==> images/layer_met3.png <==
Scale: 6 px per µm. Cells faint in the background.
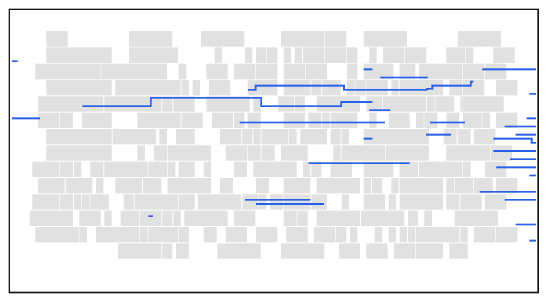
==> images/layer_met1.png <==
Scale: 8 px per µm. Supply wires on this layer in gray. Cells faint in the background.
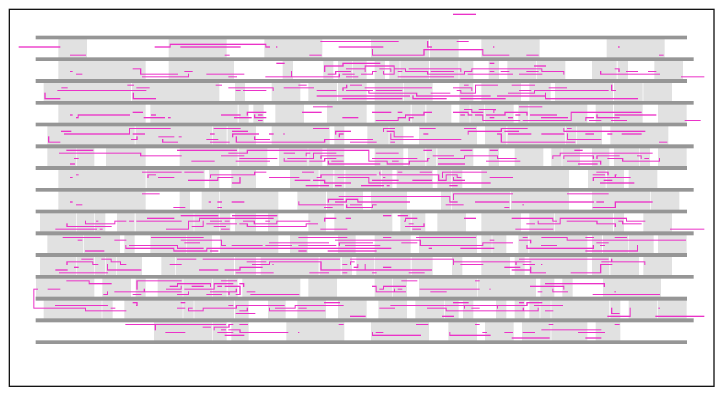
==> images/wires.png <==
Scale: 8 px per µm. Only two layers are drawn.
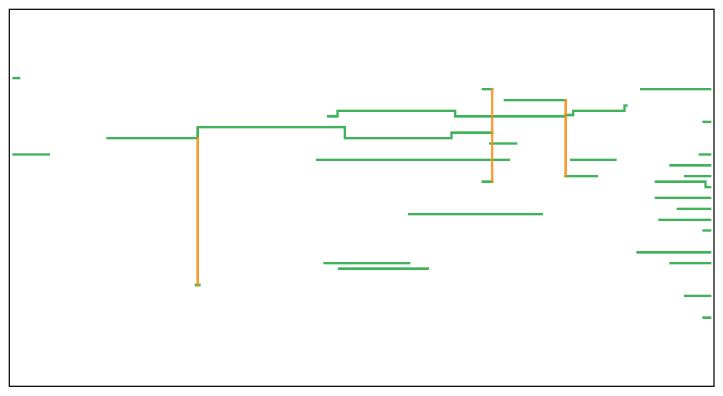
$ cat src/rtl/game_sequencer.sv
// Move/load initiator for the score counter: queues moves, seeds games, reports results.
// Optional `AUTO_RESTART_EN: DONE reloads the last seed and replays instead of idling.
module game_sequencer #(
  parameter int SIZE       = 4,
  parameter int FIFO_DEPTH = 4,
  parameter int GAMES_W    = 8
) (
  input  logic               clk,
  input  logic               reset,
  input  logic               cmd_valid,
  output logic               cmd_ready,
  input  logic [1:0]         cmd_op,
  input  logic               start_valid,
  input  logic [SIZE-1:0]    start_seed,
  output logic               INIT_c,
  output logic [SIZE-1:0]    INIT_l,
  output logic [1:0]         control,
  input  logic               GAMEOVER,
  input  logic [1:0]         WHO,
  output logic               busy,
  output logic               result_valid,
  output logic [1:0]         result_who,
  output logic [GAMES_W-1:0] games_played
);

  localparam int AW = $clog2(FIFO_DEPTH);

  typedef enum logic [1:0] {IDLE, LOAD, PLAY, DONE} state_t;

  state_t              state, state_d;
  logic [1:0]          mem [FIFO_DEPTH];
  logic [AW-1:0]       wr_ptr, rd_ptr;
  logic [AW:0]         count, count_d;
  logic [SIZE-1:0]     shadow, shadow_d, last_seed;
  logic                push, pop, flush;
  logic                init_c_d, busy_d, result_valid_d, cmd_ready_d;
  logic [SIZE-1:0]     init_l_d;
  logic [1:0]          control_d, result_who_d, head;
  logic [GAMES_W-1:0]  games_d;

  // Same step sizes the counter applies, wrapping modulo 2^SIZE.
  function automatic logic [SIZE-1:0] step_of(input logic [1:0] op);
    case (op)
      2'b00:   step_of = SIZE'(1);
      2'b01:   step_of = SIZE'(2);
      2'b10:   step_of = {SIZE{1'b1}};
      default: step_of = ~SIZE'(1);
    endcase
  endfunction

  assign head = mem[rd_ptr];
  assign push = cmd_valid & cmd_ready & (state != DONE);

  always_ff @(posedge clk) begin
    if (reset) state <= IDLE;
    else       state <= state_d;
  end

  always_comb begin
    state_d        = state;
    shadow_d       = shadow;
    init_c_d       = 1'b1;
    init_l_d       = shadow;
    control_d      = control;
    result_valid_d = 1'b0;
    result_who_d   = result_who;
    games_d        = games_played;
    pop            = 1'b0;
    flush          = 1'b0;
    case (state)
      IDLE: begin
        if (start_valid) begin
          state_d  = LOAD;
          shadow_d = start_seed;
          init_l_d = start_seed;
        end
      end
      LOAD: state_d = PLAY;
      PLAY: begin
        // Game end wins over a pending move; that move is dropped with the flush.
        if (GAMEOVER) begin
          flush          = 1'b1;
          result_who_d   = WHO;
          result_valid_d = 1'b1;
          games_d        = games_played + GAMES_W'(1);
          state_d        = DONE;
        end else if (count != '0) begin
          pop       = 1'b1;
          init_c_d  = 1'b0;
          control_d = head;
          shadow_d  = shadow + step_of(head);
        end
      end
      default: begin
`ifdef AUTO_RESTART_EN
        state_d  = LOAD;
        shadow_d = last_seed;
        init_l_d = last_seed;
`else
        state_d  = IDLE;
`endif
      end
    endcase

    if (flush) count_d = '0;
    else begin
      case ({push, pop})
        2'b10:   count_d = count + (AW+1)'(1);
        2'b01:   count_d = count - (AW+1)'(1);
        default: count_d = count;
      endcase
    end
    busy_d      = (state_d != IDLE);
    cmd_ready_d = (count_d != (AW+1)'(FIFO_DEPTH)) && (state_d != DONE);
  end

  always_ff @(posedge clk) begin
    if (push && !flush) mem[wr_ptr] <= cmd_op;
  end

  always_ff @(posedge clk) begin
    if (reset) begin
      wr_ptr <= '0;
      rd_ptr <= '0;
      count  <= '0;
    end else begin
      count <= count_d;
      if (flush) begin
        wr_ptr <= '0;
        rd_ptr <= '0;
      end else begin
        if (push) wr_ptr <= wr_ptr + AW'(1);
        if (pop)  rd_ptr <= rd_ptr + AW'(1);
      end
    end
  end

  always_ff @(posedge clk) begin
    if (reset) begin
      shadow       <= '0;
      last_seed    <= '0;
      INIT_c       <= 1'b1;
      INIT_l       <= '0;
      control      <= 2'b00;
      busy         <= 1'b0;
      result_valid <= 1'b0;
      result_who   <= 2'b00;
      games_played <= '0;
      cmd_ready    <= 1'b1;
    end else begin
      shadow       <= shadow_d;
      if (state == IDLE && start_valid) last_seed <= start_seed;
      INIT_c       <= init_c_d;
      INIT_l       <= init_l_d;
      control      <= control_d;
      busy         <= busy_d;
      result_valid <= result_valid_d;
      result_who   <= result_who_d;
      games_played <= games_d;
      cmd_ready    <= cmd_ready_d;
    end
  end

endmodule

$ cat config.mk
export PLATFORM = sky130hd
export DESIGN_NAME = game_sequencer
export DESIGN_NICKNAME = d
export VERILOG_FILES = /design/src/rtl/game_sequencer.sv
export SDC_FILE = /design/constraint.sdc
export NUM_CORES = 1
export LEC_CHECK = 0
export CAP_MARGIN = 20
export CORE_ASPECT_RATIO = 0.5
export CORE_MARGIN = 3
export CORE_UTILIZATION = 58
export CTS_BUF_LIST = sky130_fd_sc_hd__clkbuf_8
export DETAILED_ROUTE_END_ITERATION = 12
export PLACE_DENSITY = 0.82
export SLEW_MARGIN = 5
export SYNTH_ARGS = -nofsm -noshare
export SYNTH_HDL_FRONTEND = slang
export SYNTH_SLANG_ARGS = --single-unit
export TNS_END_PERCENT = 100
$ cat constraint.sdc
create_clock -name clk -period 6.5 [get_ports clk]
set_input_delay 1.3 -clock clk [delete_from_list [all_inputs] [get_ports clk]]
set_output_delay 1.3 -clock clk [all_outputs]
set_load 0.05 [all_outputs]
==> flow_results.org <==
#+TITLE: Physical design notes

** Status
- The flow ran to the end, and the final reports show no timing, DRC or antenna violations.

** Power and ir drop
- Net switching power of the design :: 0.2993 mW
- The final power report lists total power as between 0.8 and 0.9 mW.
- The script extracted a total leakage power of approximately 0.94 nW.
- Per report_power, the Sequential row totals between 0.3 and 0.4 mW.
- The share of total power dissipated in combinational logic is 0.354.
- Combinational cells consume a total of 0.301 mW.
- Main power group :: registers
- Sequential fraction of design power :: 0.410
- The flow reports power dissipated in the clock network as 0.201 mW.
- In this run the VDD rail shows a maximum IR drop of about 220 µV.
- The share of total power dissipated in the clock network is 0.237.

** GRT
- For met2 alone, demand over resource in global routing was 0.3368.
- Most heavily used metal layer in global routing :: met2
- The first global-routing pass estimated around 6000 µm of wire.
- Summed over all layers, the global routing overflow is 0.
- For this run, global-route usage on met1 was measured as 0.2481.
- Antenna violations before repair :: 0

** Placed design
- Per the placement report, the placed cell count is about 260.
- Per the post-place timing report, worst setup slack is between 2 and 3 ns.
- Total of buffers placed on input and output ports :: 32

** Clocking
- Htree depth :: 2
- In this run the clock root is driven by a sky130_fd_sc_hd__clkbuf_8.
- Hold repair after CTS inserted 0 buffers.
- TritonCTS clock tree :: built
- The clock passes through at most 2 buffers.
- After clock tree synthesis, the repair step resized 0 gates.

** Worst setup path
- The worst setup path is launched from a primary input.
- The timing report attributes the biggest portion of critical-path delay to adder cells.
- Data on the critical path arrives at its endpoint at 3.52 ns.
- List of cells traversed by the critical path :: clkdlybuf4s50_1, nand2b_1, nor2_1, ha_1, fa_1, xnor2_1, or3_1, a21oi_1, a22oi_1
- The report puts the cell count of the worst reg-to-reg path at 10.
- According to the timing report, the critical path is captured at cmd_ready$_SDFF_PP1_.
- The worst-case reg-to-reg setup slack stands at around 3.8 ns.
- Delay contributed by the slowest stage of the critical path :: 0.51 ns

** Synthesis
- Register area share after synthesis :: 0.4836
- The commonest cells after synthesis are sky130_fd_sc_hd__dfxtp_1, sky130_fd_sc_hd__nor2_1, sky130_fd_sc_hd__nand2_1.
- Dominant cell type by area after synthesis :: sky130_fd_sc_hd__dfxtp_1
- For this design, Yosys synthesis ends with a cell count of 190.
- In this run, distinct cell masters in the synthesized netlist total 33.
- Synthesis produced 190 cells.
- Proportion of synthesized flip-flops having asynchronous set or reset :: 0
- Nets in the synthesized netlist :: around 220
- Biggest area cells :: sky130_fd_sc_hd__dfxtp_1, sky130_fd_sc_hd__edfxtp_1, sky130_fd_sc_hd__ha_1
- Counting flops with a built-in enable in the synthesized netlist gives 8.
- The mapped netlist covers 0.001946 mm².
- Each instance of the synthesized netlist takes up on average a little over 10 µm².
- YS chip area :: approximately 0.0019 mm²
- Total of warnings raised by yosys :: 0
- Top cell type's share of synthesized area :: 0.3601

** Run
- The tool flagged a number of max-cap violations equal to 0.

** Layout
- After the last flow step, the layout net total stands at ~250.
- The layout summary lists the proportion of cells stronger than drive strength 1 as 0.04036.
- In the layout the commonest cells are sky130_fd_sc_hd__dfxtp_1, sky130_fd_sc_hd__clkdlybuf4s50_1, sky130_fd_sc_hd__nor2_1, sky130_fd_sc_hd__nand2_1, sky130_fd_sc_hd__ha_1.
- The finished layout holds 263 standard cells, fillers aside.
- Synth-to-Final Area Change :: 23.15%
- Post-Layout Inst Area :: around 0.0024 mm²

** Final timing
- Setup total negative slack on the finished layout was measured at 0 ns.
- Tightest Pin Transition :: around 0.91 ns
- Setup repair after global routing left no endpoint under its margin.
- Timing would allow up to 0.2984 GHz.
- The tightest hold path in the finished design has a slack of approximately 0.46 ns.
- The final timing report gives a worst setup slack of about 3.1 ns.
- Number of slew-limit violations in the final report :: 0
- In the final report, the number of hold violations comes to 0.
- Worst setup skew after layout :: about 0.0032 ns

** Detailed routing
- The detailed router reports a met3 wire length of ~240 µm.
- Highest metal layer used by the detailed router :: met4
- Remaining antenna violation count :: 0
- For this block, the initial DRC count from the detailed router was approximately 42.
- Total iterations of the first detailed-routing run :: 5
- The routed design shows a via density per instance of 5.365.
- Drc violations :: 0
- Detailed-routing wirelength on met1 :: ~1700 µm

** Floorplan
- Area of the core region :: about 0.0031 mm²
- In this run the vertical extent of the chip is around 47 µm.
- The floorplan has 14 rows.
- The floorplan step set the die width to around 88 µm.
- The overall die size recorded for this design is 0.004128 mm².
- The share of the core area taken by cells at floorplan is 0.6275.
- The floorplan report gives the top-level pin count as 33.

** Hold path
- Hold Crit Depth :: 2
- For hold timing, the worst endpoint is result_who[0]$_SDFFE_PP0P_.
- Hold Path Origin :: result_who[0]$_SDFFE_PP0P_
- Class of the tightest hold or removal check :: reg2reg
Notes on layer_met3.png above:
longest straight run: 23.9 µm
main direction: horizontal
met3 track utilization from global routing: 0.07180
wire length after detailed routing: 3614 µm
Via Count: 1411

Notes on layer_met1.png above:
main direction: horizontal
share of all routed wire: 47%
wire length on this layer: 1710 µm
longest straight run: 23.0 µm
nets with wire on the layer: 220

Notes on wires.png above:
legend:
  orange:
    layer: metal 4
    wire_length: 39.4 µm
  green:
    layer: metal 3
    wire_length: 243 µm
overall routing resource usage: 0.2010
WL/cell: 13.74 µm

-- cell families after synthesis --
family | count (synthesis) | share of synthesized area
multiplexers | 13 | 0.08168
AND-OR/OR-AND | 21 | 0.06110
AND/OR/NAND/NOR | 72 | 0.1852
XOR/XNOR | 13 | 0.05852
adder cells (fa/ha/maj) | 15 | 0.1042
flip-flops | 43 | 0.4836
buffers and inverters | 13 | 0.02572
-- layout make-up --
type                    count  area, µm²  share of cell area
inverters                   6      22.52            0.009399
well taps                  40      50.05             0.02089
repair buffers             32      320.3              0.1337
flip-flops and latches     43      940.9              0.3927
multi-input cells         134      954.7              0.3984
clock buffers               5      68.82             0.02872
clock inverters             3      38.79             0.01619
Power figures rest on the tool's default switching activity, not on a simulated workload.
